$ cat src/rtl/iob_axi_mem_responder_pkg.sv
// Shared definitions for the AXI4 memory responder.
// Holds the AXI response codes, the write/read FSM state encodings and a
// helper that derives the byte-offset width from the data bus width.
package iob_axi_mem_responder_pkg;

  // AXI response codes
  localparam logic [1:0] AXI_RESP_OKAY   = 2'b00;
  localparam logic [1:0] AXI_RESP_SLVERR = 2'b10;

  // Write FSM
  localparam logic [1:0] W_IDLE = 2'd0;
  localparam logic [1:0] W_DATA = 2'd1;
  localparam logic [1:0] W_RESP = 2'd2;

  // Read FSM
  localparam logic [0:0] R_IDLE  = 1'b0;
  localparam logic [0:0] R_BURST = 1'b1;

  // Number of low address bits that select a byte within one data word.
  function automatic int byte_off_w(input int data_w);
    return $clog2(data_w / 8);
  endfunction

endpackage

$ cat src/rtl/iob_axi_mem_rd_ctrl.sv
// Read-channel controller of the AXI memory responder.
// Accepts one AR request at a time, issues one RAM read per beat and keeps a
// registered rvalid that tracks the 1-cycle RAM latency. A new RAM read is
// only issued when the beat currently on the R channel is being taken (or no
// beat is pending), so the RAM output -- and therefore rdata -- holds while
// the master stalls.
// Ports:
//   clk_i, cke_i, arst_i, rst_i : clock, clock enable, async/sync resets
//   arid, ar_word_addr, arlen   : AR payload (word address already extracted)
//   arvalid / arready           : AR handshake
//   rid, rlast                  : R sideband
//   rvalid / rready             : R handshake
//   r_en, r_addr                : RAM read port control
module iob_axi_mem_rd_ctrl
  import iob_axi_mem_responder_pkg::*;
#(
  parameter int ID_W       = 1,
  parameter int LEN_W      = 8,
  parameter int MEM_ADDR_W = 14
) (
  input  logic                  clk_i,
  input  logic                  cke_i,
  input  logic                  arst_i,
  input  logic                  rst_i,
  input  logic [ID_W-1:0]       arid,
  input  logic [MEM_ADDR_W-1:0] ar_word_addr,
  input  logic [LEN_W-1:0]      arlen,
  input  logic                  arvalid,
  output logic                  arready,
  output logic [ID_W-1:0]       rid,
  output logic                  rlast,
  output logic                  rvalid,
  input  logic                  rready,
  output logic                  r_en,
  output logic [MEM_ADDR_W-1:0] r_addr
);

  logic [0:0]            state;
  logic                  arready_q;
  logic                  rvalid_q;
  logic [ID_W-1:0]       id_q;
  logic [MEM_ADDR_W-1:0] addr_q;
  logic [LEN_W-1:0]      len_q;
  // One bit wider than len so that len=max still counts len+1 beats.
  logic [LEN_W:0]        issue_cnt;
  logic [LEN_W:0]        sent_cnt;

  logic issue_left;
  logic issue;
  logic handshake;
  logic last_sent;

  assign issue_left = issue_cnt <= {1'b0, len_q};
  assign handshake  = rvalid_q && rready;
  assign last_sent  = sent_cnt == {1'b0, len_q};
  // Gated by cke: the RAM runs on the raw clock, so a read issued while the
  // controller is frozen would overwrite the beat still waiting on R.
  assign issue      = cke_i && (state == R_BURST) && issue_left &&
                      (!rvalid_q || rready);

  assign arready = arready_q;
  assign rvalid  = rvalid_q;
  assign rid     = id_q;
  assign rlast   = rvalid_q && last_sent;
  assign r_en    = issue;
  assign r_addr  = addr_q;

  // NOTE: state registers use non-blocking (<=) so every flop samples the
  // pre-edge values; blocking here would make results depend on statement order.
  always_ff @(posedge clk_i or posedge arst_i) begin
    if (arst_i) begin
      state     <= R_IDLE;
      arready_q <= 1'b0;
      rvalid_q  <= 1'b0;
      id_q      <= '0;
      addr_q    <= '0;
      len_q     <= '0;
      issue_cnt <= '0;
      sent_cnt  <= '0;
    end else if (cke_i) begin
      if (rst_i) begin
        state     <= R_IDLE;
        arready_q <= 1'b0;
        rvalid_q  <= 1'b0;
        id_q      <= '0;
        addr_q    <= '0;
        len_q     <= '0;
        issue_cnt <= '0;
        sent_cnt  <= '0;
      end else begin
        case (state)
          R_IDLE: begin
            if (arready_q && arvalid) begin
              arready_q <= 1'b0;
              id_q      <= arid;
              addr_q    <= ar_word_addr;
              len_q     <= arlen;
              issue_cnt <= '0;
              sent_cnt  <= '0;
              state     <= R_BURST;
            end else begin
              // Registered ready: leaves one idle cycle after each burst.
              arready_q <= 1'b1;
            end
          end
          R_BURST: begin
            if (issue) begin
              addr_q    <= addr_q + 1'b1;
              issue_cnt <= issue_cnt + 1'b1;
              rvalid_q  <= 1'b1;
            end else if (handshake) begin
              rvalid_q  <= 1'b0;
            end
            if (handshake) begin
              sent_cnt <= sent_cnt + 1'b1;
              if (last_sent) state <= R_IDLE;
            end
          end
          default: state <= R_IDLE;
        endcase
      end
    end
  end

endmodule

$ cat src/rtl/iob_axi_mem_responder.sv
// AXI4 slave that serves INCR bursts from an external 2-port RAM.
// Write and read channels run independently and concurrently at one beat per
// cycle. Address bits above the RAM size are ignored, so accesses wrap.
// Ports:
//   clk_i, cke_i, arst_i, rst_i   : clock, clock enable, async/sync resets
//   axi_aw*, axi_w*, axi_b*       : AXI4 write address / data / response
//   axi_ar*, axi_r*               : AXI4 read address / data
//   ext_mem_*                     : 2-port RAM (sync read, 1-cycle latency)
module iob_axi_mem_responder
  import iob_axi_mem_responder_pkg::*;
#(
  parameter int AXI_ADDR_W = 24,
  parameter int AXI_DATA_W = 32,
  parameter int AXI_LEN_W  = 8,
  parameter int AXI_ID_W   = 1,
  parameter int MEM_ADDR_W = 14
) (
  input  logic                    clk_i,
  input  logic                    cke_i,
  input  logic                    arst_i,
  input  logic                    rst_i,
  // write address
  input  logic [AXI_ID_W-1:0]     axi_awid_i,
  input  logic [AXI_ADDR_W-1:0]   axi_awaddr_i,
  input  logic [AXI_LEN_W-1:0]    axi_awlen_i,
  input  logic [2:0]              axi_awsize_i,
  input  logic [1:0]              axi_awburst_i,
  input  logic                    axi_awlock_i,
  input  logic [3:0]              axi_awcache_i,
  input  logic [2:0]              axi_awprot_i,
  input  logic [3:0]              axi_awqos_i,
  input  logic                    axi_awvalid_i,
  output logic                    axi_awready_o,
  // write data
  input  logic [AXI_DATA_W-1:0]   axi_wdata_i,
  input  logic [AXI_DATA_W/8-1:0] axi_wstrb_i,
  input  logic                    axi_wlast_i,
  input  logic                    axi_wvalid_i,
  output logic                    axi_wready_o,
  // write response
  output logic [AXI_ID_W-1:0]     axi_bid_o,
  output logic [1:0]              axi_bresp_o,
  output logic                    axi_bvalid_o,
  input  logic                    axi_bready_i,
  // read address
  input  logic [AXI_ID_W-1:0]     axi_arid_i,
  input  logic [AXI_ADDR_W-1:0]   axi_araddr_i,
  input  logic [AXI_LEN_W-1:0]    axi_arlen_i,
  input  logic [2:0]              axi_arsize_i,
  input  logic [1:0]              axi_arburst_i,
  input  logic                    axi_arlock_i,
  input  logic [3:0]              axi_arcache_i,
  input  logic [2:0]              axi_arprot_i,
  input  logic [3:0]              axi_arqos_i,
  input  logic                    axi_arvalid_i,
  output logic                    axi_arready_o,
  // read data
  output logic [AXI_ID_W-1:0]     axi_rid_o,
  output logic [AXI_DATA_W-1:0]   axi_rdata_o,
  output logic [1:0]              axi_rresp_o,
  output logic                    axi_rlast_o,
  output logic                    axi_rvalid_o,
  input  logic                    axi_rready_i,
  // external RAM
  output logic                    ext_mem_clk_o,
  output logic [AXI_DATA_W/8-1:0] ext_mem_w_en_o,
  output logic [MEM_ADDR_W-1:0]   ext_mem_w_addr_o,
  output logic [AXI_DATA_W-1:0]   ext_mem_w_data_o,
  output logic                    ext_mem_r_en_o,
  output logic [MEM_ADDR_W-1:0]   ext_mem_r_addr_o,
  input  logic [AXI_DATA_W-1:0]   ext_mem_r_data_i
);

  localparam int OFF_W = byte_off_w(AXI_DATA_W);

  // Burst type/size and attribute fields are not used: every burst is INCR
  // with full-width beats. Address bits outside the word index are dropped.
  logic unused_inputs;
  assign unused_inputs = ^{axi_awaddr_i, axi_awsize_i, axi_awburst_i,
                           axi_awlock_i, axi_awcache_i, axi_awprot_i,
                           axi_awqos_i, axi_araddr_i, axi_arsize_i,
                           axi_arburst_i, axi_arlock_i, axi_arcache_i,
                           axi_arprot_i, axi_arqos_i};

  assign ext_mem_clk_o = clk_i;

  // ---------------------------------------------------------------- write
  logic [1:0]            w_state;
  logic                  awready_q;
  logic [AXI_ID_W-1:0]   w_id_q;
  logic [MEM_ADDR_W-1:0] w_addr_q;
  logic [AXI_LEN_W-1:0]  w_len_q;
  logic [AXI_LEN_W:0]    w_cnt_q;
  logic [1:0]            bresp_q;
  logic                  w_hs;

  assign w_hs = (w_state == W_DATA) && axi_wvalid_i;

  assign axi_awready_o    = awready_q;
  assign axi_wready_o     = (w_state == W_DATA);
  assign axi_bvalid_o     = (w_state == W_RESP);
  assign axi_bid_o        = w_id_q;
  assign axi_bresp_o      = bresp_q;
  assign ext_mem_w_addr_o = w_addr_q;
  assign ext_mem_w_data_o = axi_wdata_i;

  // NOTE: every signal assigned in always_comb gets a default first, so no
  // path leaves it unassigned and no latch is inferred.
  always_comb begin
    ext_mem_w_en_o = '0;
    if (w_hs && cke_i) ext_mem_w_en_o = axi_wstrb_i;
  end

  always_ff @(posedge clk_i or posedge arst_i) begin
    if (arst_i) begin
      w_state   <= W_IDLE;
      awready_q <= 1'b0;
      w_id_q    <= '0;
      w_addr_q  <= '0;
      w_len_q   <= '0;
      w_cnt_q   <= '0;
      bresp_q   <= AXI_RESP_OKAY;
    end else if (cke_i) begin
      if (rst_i) begin
        w_state   <= W_IDLE;
        awready_q <= 1'b0;
        w_id_q    <= '0;
        w_addr_q  <= '0;
        w_len_q   <= '0;
        w_cnt_q   <= '0;
        bresp_q   <= AXI_RESP_OKAY;
      end else begin
        case (w_state)
          W_IDLE: begin
            if (awready_q && axi_awvalid_i) begin
              awready_q <= 1'b0;
              w_id_q    <= axi_awid_i;
              w_addr_q  <= axi_awaddr_i[MEM_ADDR_W+OFF_W-1:OFF_W];
              w_len_q   <= axi_awlen_i;
              w_cnt_q   <= '0;
              w_state   <= W_DATA;
            end else begin
              awready_q <= 1'b1;
            end
          end
          W_DATA: begin
            if (w_hs) begin
              w_addr_q <= w_addr_q + 1'b1;
              w_cnt_q  <= w_cnt_q + 1'b1;
              if (w_cnt_q == {1'b0, w_len_q}) begin
                // Only a wlast on the final counted beat is a clean burst;
                // an early wlast is ignored and reported here.
                bresp_q <= axi_wlast_i ? AXI_RESP_OKAY : AXI_RESP_SLVERR;
                w_state <= W_RESP;
              end
            end
          end
          W_RESP: begin
            if (axi_bready_i) w_state <= W_IDLE;
          end
          default: w_state <= W_IDLE;
        endcase
      end
    end
  end

  // ----------------------------------------------------------------- read
  assign axi_rdata_o = ext_mem_r_data_i;
  assign axi_rresp_o = AXI_RESP_OKAY;

  iob_axi_mem_rd_ctrl #(
    .ID_W       (AXI_ID_W),
    .LEN_W      (AXI_LEN_W),
    .MEM_ADDR_W (MEM_ADDR_W)
  ) u_rd_ctrl (
    .clk_i        (clk_i),
    .cke_i        (cke_i),
    .arst_i       (arst_i),
    .rst_i        (rst_i),
    .arid         (axi_arid_i),
    .ar_word_addr (axi_araddr_i[MEM_ADDR_W+OFF_W-1:OFF_W]),
    .arlen        (axi_arlen_i),
    .arvalid      (axi_arvalid_i),
    .arready      (axi_arready_o),
    .rid          (axi_rid_o),
    .rlast        (axi_rlast_o),
    .rvalid       (axi_rvalid_o),
    .rready       (axi_rready_i),
    .r_en         (ext_mem_r_en_o),
    .r_addr       (ext_mem_r_addr_o)
  );

endmodule

$ cat config.mk
export PLATFORM = sky130hd
export DESIGN_NAME = iob_axi_mem_responder
export DESIGN_NICKNAME = d
export VERILOG_FILES = /design/src/rtl/iob_axi_mem_responder_pkg.sv /design/src/rtl/iob_axi_mem_rd_ctrl.sv /design/src/rtl/iob_axi_mem_responder.sv
export SDC_FILE = /design/constraint.sdc
export NUM_CORES = 1
export LEC_CHECK = 0
export CAP_MARGIN = 20
export CORE_ASPECT_RATIO = 1.75
export CORE_MARGIN = 2
export CORE_UTILIZATION = 25
export CTS_CLUSTER_DIAMETER = 100
export DETAILED_ROUTE_END_ITERATION = 12
export DONT_BUFFER_PORTS = 1
export GPL_ROUTABILITY_DRIVEN = 0
export SLEW_MARGIN = 10
export SYNTH_ARGS = -nofsm -noshare
export SYNTH_HDL_FRONTEND = slang
export SYNTH_HIERARCHICAL = 1
export SYNTH_SLANG_ARGS = --single-unit
$ cat constraint.sdc
create_clock -name clk_i -period 4.6 [get_ports clk_i]
set_clock_uncertainty 0.2 [all_clocks]
set_input_delay 0.69 -clock clk_i [delete_from_list [all_inputs] [get_ports clk_i]]
set_output_delay 0.69 -clock clk_i [all_outputs]
set_load 0.01 [all_outputs]
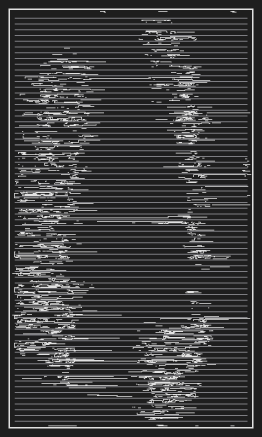
Figure 1: metal 1.
Supply wires on this layer in gray.
share of all routed wire	35%
wire length on this layer	5260 µm
nets with wire on the layer	565
longest straight run	51.5 µm
met1 Use GR: 13.7%
vias post-DR: 4128
Post-Route WL: 14.8 mm

==> deck_impl_summary.md <==
Implementation Results

Final timing
  • Fin. Hold Viols: 0
  • Worst-Margin Slew: 916 ps
  • Crit share post-route: 75.6%

Synth
  • Predominant post-synthesis flop cell: dfrtp_1
  • Unique cell types: 71

Clock network
  • H-tree Lvls: 3
  • Clk slew on worst S/H paths: 70 ps

Global route
  • Global Route met3 Usage: 2.71%

Layout
  • Final-layout fill cell count: 2242
  • Leading cell kind: combinational gates

Routing
  • DRC: 0

Power
  • Net Sw Power: 0.777 mW
  • Final Total Pwr: 2.23 mW

Die
  • Die height: 197 µm
  • Fp_density: 25.4%
  • Tapcells inserted: 252
  • Die Span X: 114 µm

Critical path
  • CP max-delay cell: dfrtp_1
  • Number of cells on the critical path: 4

Hold path
  • Min-delay worst type: input pin to async pin

Status
  • Outcome: finished, final reports clean
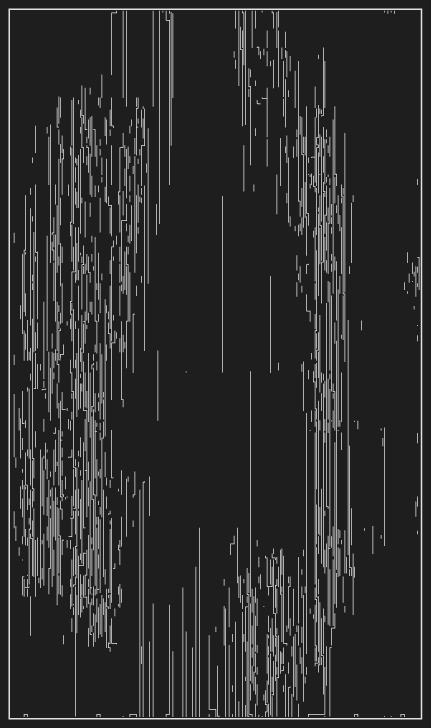
Figure 2: metal 2.
longest straight run	67.0 µm
share of all routed wire	55%
wire length on this layer	8100 µm

No activity file was given, so power comes from the tool's default toggle rates.
